`src/rtl/inst_fetch_if.sv`:
```
// inst_fetch_if: groups the fetch unit's handshakes into one bundle.
//
//   pc side     : pc, pc_valid -> fetch unit; pc_ready <- fetch unit; flush -> fetch unit
//   memory side : mem_en, mem_addr <- fetch unit; mem_rdata -> fetch unit (1-cycle latency)
//   decode side : inst, inst_pc, inst_valid <- fetch unit; inst_ready -> fetch unit
//
// Modports:
//   master : the environment (pc block, instruction memory, decode)
//   slave  : the fetch unit itself
interface inst_fetch_if #(
    parameter int unsigned ADDR_W = 8,
    parameter int unsigned INST_W = 16
);
    logic [ADDR_W-1:0] pc;
    logic              pc_valid;
    logic              pc_ready;
    logic              flush;

    logic              mem_en;
    logic [ADDR_W-1:0] mem_addr;
    logic [INST_W-1:0] mem_rdata;

    logic [INST_W-1:0] inst;
    logic [ADDR_W-1:0] inst_pc;
    logic              inst_valid;
    logic              inst_ready;

    modport master (
        output pc, pc_valid, flush, mem_rdata, inst_ready,
        input  pc_ready, mem_en, mem_addr, inst, inst_pc, inst_valid
    );

    modport slave (
        input  pc, pc_valid, flush, mem_rdata, inst_ready,
        output pc_ready, mem_en, mem_addr, inst, inst_pc, inst_valid
    );
endinterface

```
`src/rtl/inst_fetch.sv`:
```
// inst_fetch: instruction fetch reader for SIC-4.
//
// Accepts fetch addresses from the pc block (valid/ready), issues a read to a
// synchronous instruction memory (1-cycle latency), buffers each returned word
// with its address in a DEPTH-entry FIFO and presents the FIFO head to decode
// (valid/ready). flush discards everything buffered or in flight.
//
// Ports:
//   clk         : clock, all state updates on the rising edge
//   rst_n       : synchronous active-low reset (priority over flush)
//   bus         : inst_fetch_if.slave (pc / memory / decode handshakes, flush)
//   fetch_count : [15:0] pop counter, present only with INST_FETCH_STATS_EN
//
// Optional feature macro: INST_FETCH_STATS_EN adds fetch_count, which counts
// every pop (wrapping at 16 bits) and survives flush.
module inst_fetch #(
    parameter int unsigned ADDR_W = 8,
    parameter int unsigned INST_W = 16,
    parameter int unsigned DEPTH  = 4
) (
    input  logic        clk,
    input  logic        rst_n,
    inst_fetch_if.slave bus
`ifdef INST_FETCH_STATS_EN
    ,
    output logic [15:0] fetch_count
`endif
);

    localparam int unsigned PtrW = (DEPTH > 1) ? $clog2(DEPTH) : 1;
    // Wide enough to hold DEPTH itself (count ranges 0..DEPTH).
    localparam int unsigned CntW = $clog2(DEPTH + 1);

    if (DEPTH < 2 || (DEPTH & (DEPTH - 1)) != 0) begin : g_bad_depth
        $error("inst_fetch: DEPTH must be a power of two and at least 2");
    end

    // FIFO storage: instruction word plus the address it was fetched from.
    logic [INST_W-1:0] inst_mem_q [DEPTH];
    logic [ADDR_W-1:0] pc_mem_q   [DEPTH];

    logic [PtrW-1:0]   rd_ptr_q, wr_ptr_q;
    logic [CntW-1:0]   count_q;
    logic              inflight_q;
    logic [ADDR_W-1:0] inflight_pc_q;

    logic [CntW-1:0]   occupancy;
    logic              accept;
    logic              push;
    logic              pop;

    // pc_ready reserves a slot for the read still in flight, so the word
    // returning next cycle always has room and pc_ready never looks at
    // inst_ready.
    always_comb begin
        occupancy     = count_q + CntW'(inflight_q);
        bus.pc_ready  = !bus.flush && (occupancy < CntW'(DEPTH));
        accept        = bus.pc_valid && bus.pc_ready;
        bus.mem_en    = accept;
        bus.mem_addr  = bus.pc;

        bus.inst_valid = (count_q != '0);
        bus.inst       = inst_mem_q[rd_ptr_q];
        bus.inst_pc    = pc_mem_q[rd_ptr_q];

        push = inflight_q;
        pop  = bus.inst_valid && bus.inst_ready;
    end

    always_ff @(posedge clk) begin
        if (!rst_n) begin
            rd_ptr_q      <= '0;
            wr_ptr_q      <= '0;
            count_q       <= '0;
            inflight_q    <= 1'b0;
            inflight_pc_q <= '0;
            // Storage is cleared so the head (entry 0) reads as zero after reset.
            for (int i = 0; i < int'(DEPTH); i++) begin
                inst_mem_q[i] <= '0;
                pc_mem_q[i]   <= '0;
            end
        end else if (bus.flush) begin
            // Drops the push due this cycle; a pop this cycle has no effect.
            rd_ptr_q   <= '0;
            wr_ptr_q   <= '0;
            count_q    <= '0;
            inflight_q <= 1'b0;
        end else begin
            inflight_q <= accept;
            if (accept) begin
                inflight_pc_q <= bus.pc;
            end
            if (push) begin
                inst_mem_q[wr_ptr_q] <= bus.mem_rdata;
                pc_mem_q[wr_ptr_q]   <= inflight_pc_q;
                wr_ptr_q             <= wr_ptr_q + PtrW'(1);
            end
            if (pop) begin
                rd_ptr_q <= rd_ptr_q + PtrW'(1);
            end
            unique case ({push, pop})
                2'b10:   count_q <= count_q + CntW'(1);
                2'b01:   count_q <= count_q - CntW'(1);
                default: count_q <= count_q;
            endcase
        end
    end

`ifdef INST_FETCH_STATS_EN
    // Counts pops including one taken in a flush cycle; only reset clears it.
    always_ff @(posedge clk) begin
        if (!rst_n) begin
            fetch_count <= '0;
        end else if (pop) begin
            fetch_count <= fetch_count + 16'd1;
        end
    end
`endif

`ifndef SYNTHESIS
    // The slot reservation in pc_ready makes a push into a full FIFO impossible.
    always @(posedge clk) begin
        if (rst_n && !bus.flush) begin
            assert (!(push && count_q == CntW'(DEPTH)));
        end
    end
`endif

endmodule

```
`src/flat_wrapper.sv`:
```
// flat-port wrapper written by rule: the top's interface ports become plain ports
module inst_fetch_flat 
#(
    parameter int unsigned ADDR_W = 8,
    parameter int unsigned INST_W = 16,
    parameter int unsigned DEPTH  = 4
)
  (clk, rst_n, bus_pc, bus_pc_valid, bus_flush, bus_mem_rdata, bus_inst_ready, bus_pc_ready, bus_mem_en, bus_mem_addr, bus_inst, bus_inst_pc, bus_inst_valid);
  inst_fetch_if #(.ADDR_W(ADDR_W), .INST_W(INST_W)) bus_i ();
  input  logic clk;
  input  logic rst_n;
  input wire logic [$bits(bus_i.pc)-1:0] bus_pc;
  input wire logic [$bits(bus_i.pc_valid)-1:0] bus_pc_valid;
  input wire logic [$bits(bus_i.flush)-1:0] bus_flush;
  input wire logic [$bits(bus_i.mem_rdata)-1:0] bus_mem_rdata;
  input wire logic [$bits(bus_i.inst_ready)-1:0] bus_inst_ready;
  output wire logic [$bits(bus_i.pc_ready)-1:0] bus_pc_ready;
  output wire logic [$bits(bus_i.mem_en)-1:0] bus_mem_en;
  output wire logic [$bits(bus_i.mem_addr)-1:0] bus_mem_addr;
  output wire logic [$bits(bus_i.inst)-1:0] bus_inst;
  output wire logic [$bits(bus_i.inst_pc)-1:0] bus_inst_pc;
  output wire logic [$bits(bus_i.inst_valid)-1:0] bus_inst_valid;
  assign bus_i.pc = bus_pc;
  assign bus_i.pc_valid = bus_pc_valid;
  assign bus_i.flush = bus_flush;
  assign bus_i.mem_rdata = bus_mem_rdata;
  assign bus_i.inst_ready = bus_inst_ready;
  assign bus_pc_ready = bus_i.pc_ready;
  assign bus_mem_en = bus_i.mem_en;
  assign bus_mem_addr = bus_i.mem_addr;
  assign bus_inst = bus_i.inst;
  assign bus_inst_pc = bus_i.inst_pc;
  assign bus_inst_valid = bus_i.inst_valid;
  inst_fetch #(.ADDR_W(ADDR_W), .INST_W(INST_W), .DEPTH(DEPTH)) u_core (.clk(clk), .rst_n(rst_n), .bus(bus_i));
endmodule
```
`config.mk`:
```
export PLATFORM = sky130hd
export DESIGN_NAME = inst_fetch_flat
export DESIGN_NICKNAME = d
export VERILOG_FILES = /design/src/rtl/inst_fetch_if.sv /design/src/rtl/inst_fetch.sv /design/src/flat_wrapper.sv
export SDC_FILE = /design/constraint.sdc
export NUM_CORES = 1
export LEC_CHECK = 0
export CORE_MARGIN = 4
export CORE_UTILIZATION = 50
export DETAILED_ROUTE_END_ITERATION = 10
export GPL_TIMING_DRIVEN = 1
export PLACE_DENSITY = 0.72
export SLEW_MARGIN = 10
export SYNTH_ARGS = -nofsm -noshare
export SYNTH_HDL_FRONTEND = slang
export SYNTH_SLANG_ARGS = --single-unit
```
`constraint.sdc`:
```
create_clock -name clk -period 4.8 [get_ports clk]
set_clock_uncertainty 0.05 [all_clocks]
set_input_delay 0.48 -clock clk [delete_from_list [all_inputs] [get_ports clk]]
set_output_delay 0.48 -clock clk [all_outputs]
set_load 0.02 [all_outputs]
```
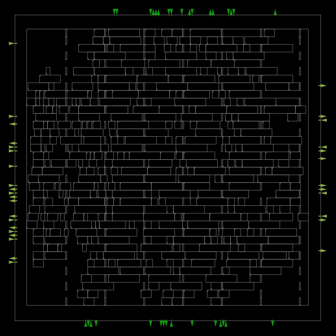
(images/placement.png)
Final Core Density: 64.64%
Seq/total area: 51.35%
Core Rows: 36

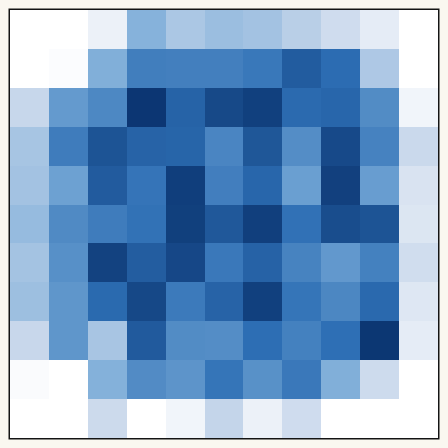
(images/cell_density.png)
11 x 11 tiles, from white (low) to dark blue (high), 0 to 100% covered.
nearly empty tiles = 12%
emptiest ninth of the die = south-west
tiles over 75% full = 28%
densest ninth of the die = center
Floorplan Utilization: 51.50%
Core Region: 0.009774 mm^2

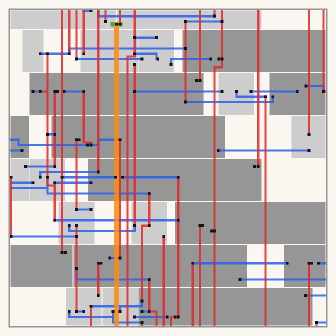
(images/detail.png)
Window x 71 to 91, y 71 to 91 um. Cells in gray, sequential cells in the stronger gray; small squares are vias.
green -> metal 3
orange -> metal 4
red -> metal 2
blue -> metal 1
sequential cells in the window = 7
most frequent = and2_1 (7), edfxtp_1 (7)
netlist names of flops here include = u_core.inst_mem_q (7)
cells with their middle in the window = 17

==> run summary <==
Post-DR vias/cell: 5.221
Logic area: 0.001619 mm^2
Layout clock buffers: 23
Delay of the slowest critical-path stage: 1.02 ns
Fin Setup TNS: 0 ns
Ys flops: 114
Post-Place Cells: 510
Dominant cell area share: 57.27%
Non-clock inverters: 5
Tool Warnings: 26
Drt wl/cell: 17.60 um
Instance area at placement: 0.005754 mm^2
Int Power: 0.001927 W
Crit path buffers/inverters: 2
Worst slack, placed: 1.636 ns
CTS Buffer Depth: 2
Worst Setup Start Kind: flip-flop
Ao+oa area frac: 1.243%
Clock sink total: 114
Post-Route WL: 9537 um
Non-clock buffers, area share: 11.17%
Critical R2R Launch: u_core.inflight_q$_SDFF_PP0_
CP delay by family, top: flip-flops
Met3 wire length: 364 um
Vias in the first global route: 3,050
Relative slew slack: 28.65%
FF-to-FF setup slack: 2.07 ns
Comb/total area: 25.62%
Max reg flops: 64
Status: completed
Flop Count: 114
Setup Viol. Count Final: 0
Initial antenna violation count: 0
CTS hold repair buffers: 0
Sw frac: 20.57%
FF/Latch Area: 0.003244 mm^2
Iteration-0 DRC Markers: 144
And+or+nand+nor area frac: 16.48%
Gr ovfl total: 0
Largest registers: u_core.inst_mem_q (64), u_core.pc_mem_q (32), u_core.inflight_pc_q (8)
RSZ-0062 raised after global routing: no
Total Power: 0.002425 W
Fin area: 0.006319 mm^2
Hold WS: 0.4396 ns
Pwr top: clock
TritonCTS clock tree: yes
P_comb: 0.000135 W
Logic pwr share: 5.5%
Clk latency late pin: 0.51 ns
Die span in x: 108.3 um
CTS resizes: 0
Seq. pwr: 0.00112 W
DRC violations left: 0
Final Max Tran Viols: 0
Number of setup buffers added after CTS: 0
Htree depth: 4
Met1 Use GR: 22.01%
First-pass GRT wire length: 15,620 um
Largest class: registers
Post-Route M1 WL: 4027 um
Slowest CP cell: dfxtp_1
PnR worst setup slack: 1.447 ns
Count leader, synth: edfxtp_1
Critical path origin: u_core.inflight_q$_SDFF_PP0_
Layout clock area frac: 8.931%
Power and IR drop assume default switching activity.
